Clock distribution:
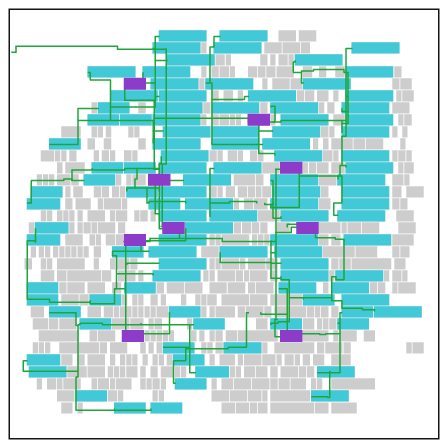
Nets reached from selected ports:
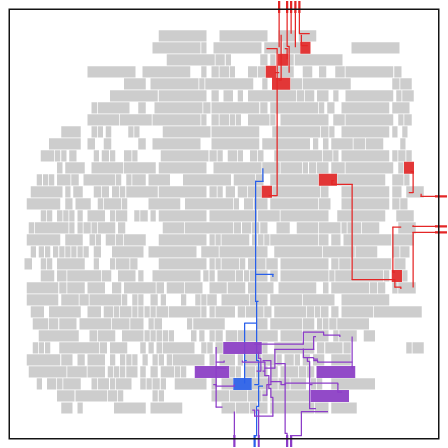
Pin placement:
Pins as bars across the die edge, other pins in gray.
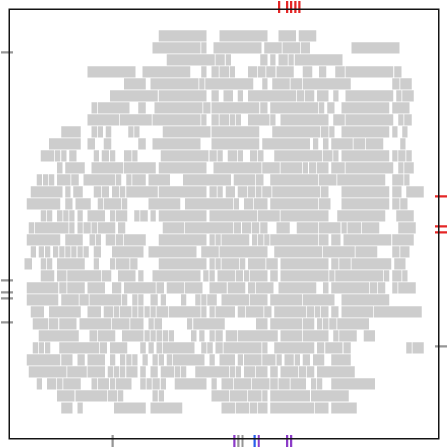
Cell outlines without signal wires:
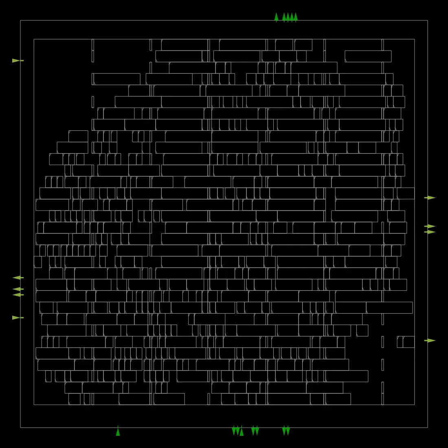
Routed metal, one color a layer:
The bar under the picture is 20 um long.
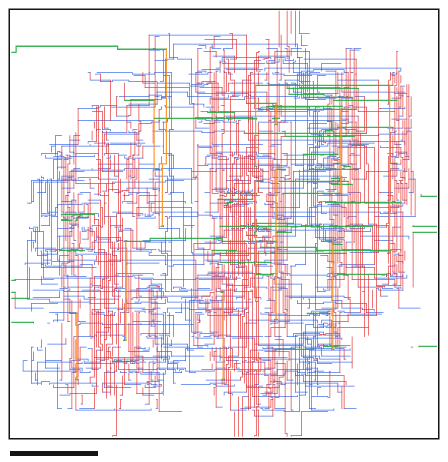
`src/rtl/uart_rx_fifo.sv`:
```
// UART receiver (8N1, or 8E1 when UART_RX_PARITY_EN is defined) feeding a
// first-word-fall-through byte FIFO with single-cycle error pulses.
module uart_rx_fifo #(
    parameter int unsigned baud_rate    = 57600,
    parameter int unsigned sys_clk_freq = 16000000,
    parameter int unsigned fifo_depth   = 8
) (
    input  logic                          clk,
    input  logic                          rst,
    input  logic                          rx,
    input  logic                          rd_en,
    output logic [7:0]                    rd_data,
    output logic                          empty,
    output logic                          full,
    output logic [$clog2(fifo_depth):0]   count,
    output logic                          busy,
    output logic                          frame_error,
    output logic                          overflow,
    output logic                          parity_error
);
    localparam int unsigned C  = sys_clk_freq / baud_rate;
    localparam int unsigned H  = C / 2;
    localparam int unsigned TW = $clog2(C);
    localparam int unsigned AW = $clog2(fifo_depth);
    localparam logic [TW-1:0] T_FULL = TW'(C - 1);
    localparam logic [TW-1:0] T_HALF = TW'(H - 1);
    localparam logic [AW:0]   CNT_MAX = (AW+1)'(fifo_depth);

    localparam logic [2:0] S_IDLE   = 3'd0;
    localparam logic [2:0] S_START  = 3'd1;
    localparam logic [2:0] S_DATA   = 3'd2;
    localparam logic [2:0] S_STOP   = 3'd3;
    localparam logic [2:0] S_BREAK  = 3'd4;
`ifdef UART_RX_PARITY_EN
    localparam logic [2:0] S_PARITY = 3'd5;
`endif

    logic          sync_a;
    logic          line;
    logic [2:0]    state;
    logic [TW-1:0] timer;
    logic [2:0]    bit_idx;
    logic [7:0]    shift;
    logic          parity_bad;
    logic          tick_full;
    logic          stop_sample;
    logic          push;

    always_ff @(posedge clk) begin
        if (rst) begin
            sync_a <= 1'b1;
            line   <= 1'b1;
        end else begin
            sync_a <= rx;
            line   <= sync_a;
        end
    end

    assign tick_full   = (timer == T_FULL);
    assign stop_sample = (state == S_STOP) && tick_full;
    assign push        = stop_sample && line && !parity_bad;
    assign busy        = (state != S_IDLE);

`ifndef UART_RX_PARITY_EN
    assign parity_bad = 1'b0;
`endif

    always_ff @(posedge clk) begin
        if (rst) begin
            state        <= S_IDLE;
            timer        <= '0;
            bit_idx      <= '0;
            shift        <= '0;
            frame_error  <= 1'b0;
            parity_error <= 1'b0;
`ifdef UART_RX_PARITY_EN
            parity_bad   <= 1'b0;
`endif
        end else begin
            frame_error  <= stop_sample && !line;
            parity_error <= stop_sample && line && parity_bad;
            timer        <= timer + TW'(1);
            case (state)
                S_IDLE: begin
                    timer <= '0;
                    if (!line) state <= S_START;
                end
                S_START: begin
                    if (timer == T_HALF) begin
                        timer   <= '0;
                        bit_idx <= '0;
                        state   <= line ? S_IDLE : S_DATA;
                    end
                end
                S_DATA: begin
                    if (tick_full) begin
                        timer   <= '0;
                        shift   <= {line, shift[7:1]};
                        bit_idx <= bit_idx + 3'd1;
                        if (bit_idx == 3'd7) begin
`ifdef UART_RX_PARITY_EN
                            state <= S_PARITY;
`else
                            state <= S_STOP;
`endif
                        end
                    end
                end
`ifdef UART_RX_PARITY_EN
                S_PARITY: begin
                    if (tick_full) begin
                        timer      <= '0;
                        parity_bad <= ^{shift, line};
                        state      <= S_STOP;
                    end
                end
`endif
                S_STOP: begin
                    if (tick_full) begin
                        timer <= '0;
                        state <= line ? S_IDLE : S_BREAK;
                    end
                end
                S_BREAK: begin
                    timer <= '0;
                    if (line) state <= S_IDLE;
                end
                default: state <= S_IDLE;
            endcase
        end
    end

    logic [7:0]    mem [fifo_depth];
    logic [AW-1:0] wr_ptr;
    logic [AW-1:0] rd_ptr;
    logic          pop;
    logic          do_push;

    assign empty   = (count == '0);
    assign full    = (count == CNT_MAX);
    assign pop     = rd_en && !empty;
    // When full, a same-cycle pop frees the slot the push lands in.
    assign do_push = push && (!full || rd_en);
    assign rd_data = empty ? 8'h00 : mem[rd_ptr];

    always_ff @(posedge clk) begin
        if (do_push) mem[wr_ptr] <= shift;
    end

    always_ff @(posedge clk) begin
        if (rst) begin
            wr_ptr   <= '0;
            rd_ptr   <= '0;
            count    <= '0;
            overflow <= 1'b0;
        end else begin
            overflow <= push && full && !rd_en;
            if (do_push) wr_ptr <= wr_ptr + AW'(1);
            if (pop)     rd_ptr <= rd_ptr + AW'(1);
            case ({do_push, pop})
                2'b10:   count <= count + (AW+1)'(1);
                2'b01:   count <= count - (AW+1)'(1);
                default: count <= count;
            endcase
        end
    end
endmodule

```
`config.mk`:
```
export PLATFORM = sky130hd
export DESIGN_NAME = uart_rx_fifo
export DESIGN_NICKNAME = d
export VERILOG_FILES = /design/src/rtl/uart_rx_fifo.sv
export SDC_FILE = /design/constraint.sdc
export NUM_CORES = 1
export LEC_CHECK = 0
export ABC_AREA = 1
export CORE_MARGIN = 3
export CORE_UTILIZATION = 54
export DETAILED_ROUTE_END_ITERATION = 10
export GPL_TIMING_DRIVEN = 0
export PLACE_DENSITY = 0.79
export SETUP_SLACK_MARGIN = 0.3
export SYNTH_ARGS = -nofsm -noshare
export SYNTH_HDL_FRONTEND = slang
export SYNTH_SLANG_ARGS = --single-unit
export TNS_END_PERCENT = 100
```
`constraint.sdc`:
```
create_clock -name clk -period 2.2 [get_ports clk]
set_input_delay 0.66 -clock clk [delete_from_list [all_inputs] [get_ports clk]]
set_output_delay 0.66 -clock clk [all_outputs]
set_load 0.02 [all_outputs]
```
==> CHANGELOG.md <==
### Changed

* Library cell contributing the largest single delay on the critical path: dfxtp_4
* Power density cells at 1120 nW/um2
* Initial core utilization at a little under three fifths
* Number of cells produced by synthesis at 467
* Most common reg cell: edfxtp_1
* Met1 Usage GRT at 26.6%
* TritonCTS clock tree: done
* Total tool warning count at 32
* Area leader, netlist: edfxtp_1
* DR WL met3 at 620 um
* Clock buf/inv share at 3.17%
* Startpoint of the most critical register-to-register path: timer[1]
* # Post-CTS Setup Buffers at 24
* Top power group: combinational cells
* Post-route worst setup slack at -0.194 ns
* Synthesized registers at about 100
* Largest registers in the final layout: mem x64, timer x9, shift x8
* Failing checks: negative setup slack
* Count of non-filler cells in the finished layout at 636
* Final period utilization at 109%
* AND-OR/OR-AND share of the synthesized area at roughly 10%
* Overflow left after global routing at 0
* Antenna viol nets, final at 0
* Final setup violation count at 8
* Wire length of the first global-routing pass at 16.7 mm
* CTS resizes at 158
* Result of the run: finished with violations
* Floorplan net count at 481
* Count of buffers not belonging to the clock network in the layout at between 60 and 70
* Metal2 WL at approximately 5.5 mm
* Combinational share of cell area at 32.7%
* Fraction of cell area in non-clock buffers at about 12%
About 'clock distribution':
flip-flops -> cyan  # count 104
cells driving clock nets -> purple  # count 9
clock wires -> green  # length 1,090 um
routed clock nets = 10
flops lie = spread over the die

About 'nets reached from selected ports':
empty -> blue  # bits 1, direction output, end cells 1, buffers 2, wire 86.7 um
count -> purple  # bits 4, direction output, end cells 4, buffers 6, wire 210 um
rd_data -> red  # bits 8, direction output, end cells 8, buffers 8, wire 185 um

About 'pin placement':
empty -> blue  # pins 1, direction output, edge bottom
rd_data -> red  # pins 8, direction output, edge 5 top, 3 right
count -> purple  # pins 4, direction output, edge bottom
all pins by edge = 8 bottom, 5 left, 5 top, 4 right

About 'cell outlines without signal wires':
Taps Inserted: 102
count of flip-flops and latches: 104
filler instances: 496
sequential fraction of total cell area: 47.5%
core outline area: 7890 um2

About 'routed metal, one color a layer':
met4 -> orange  # wire length 280 um
met1 -> blue  # wire length 4,260 um
met3 -> green  # wire length 620 um
met2 -> red  # wire length 5,490 um

Power is estimated from default activity; no workload was simulated.
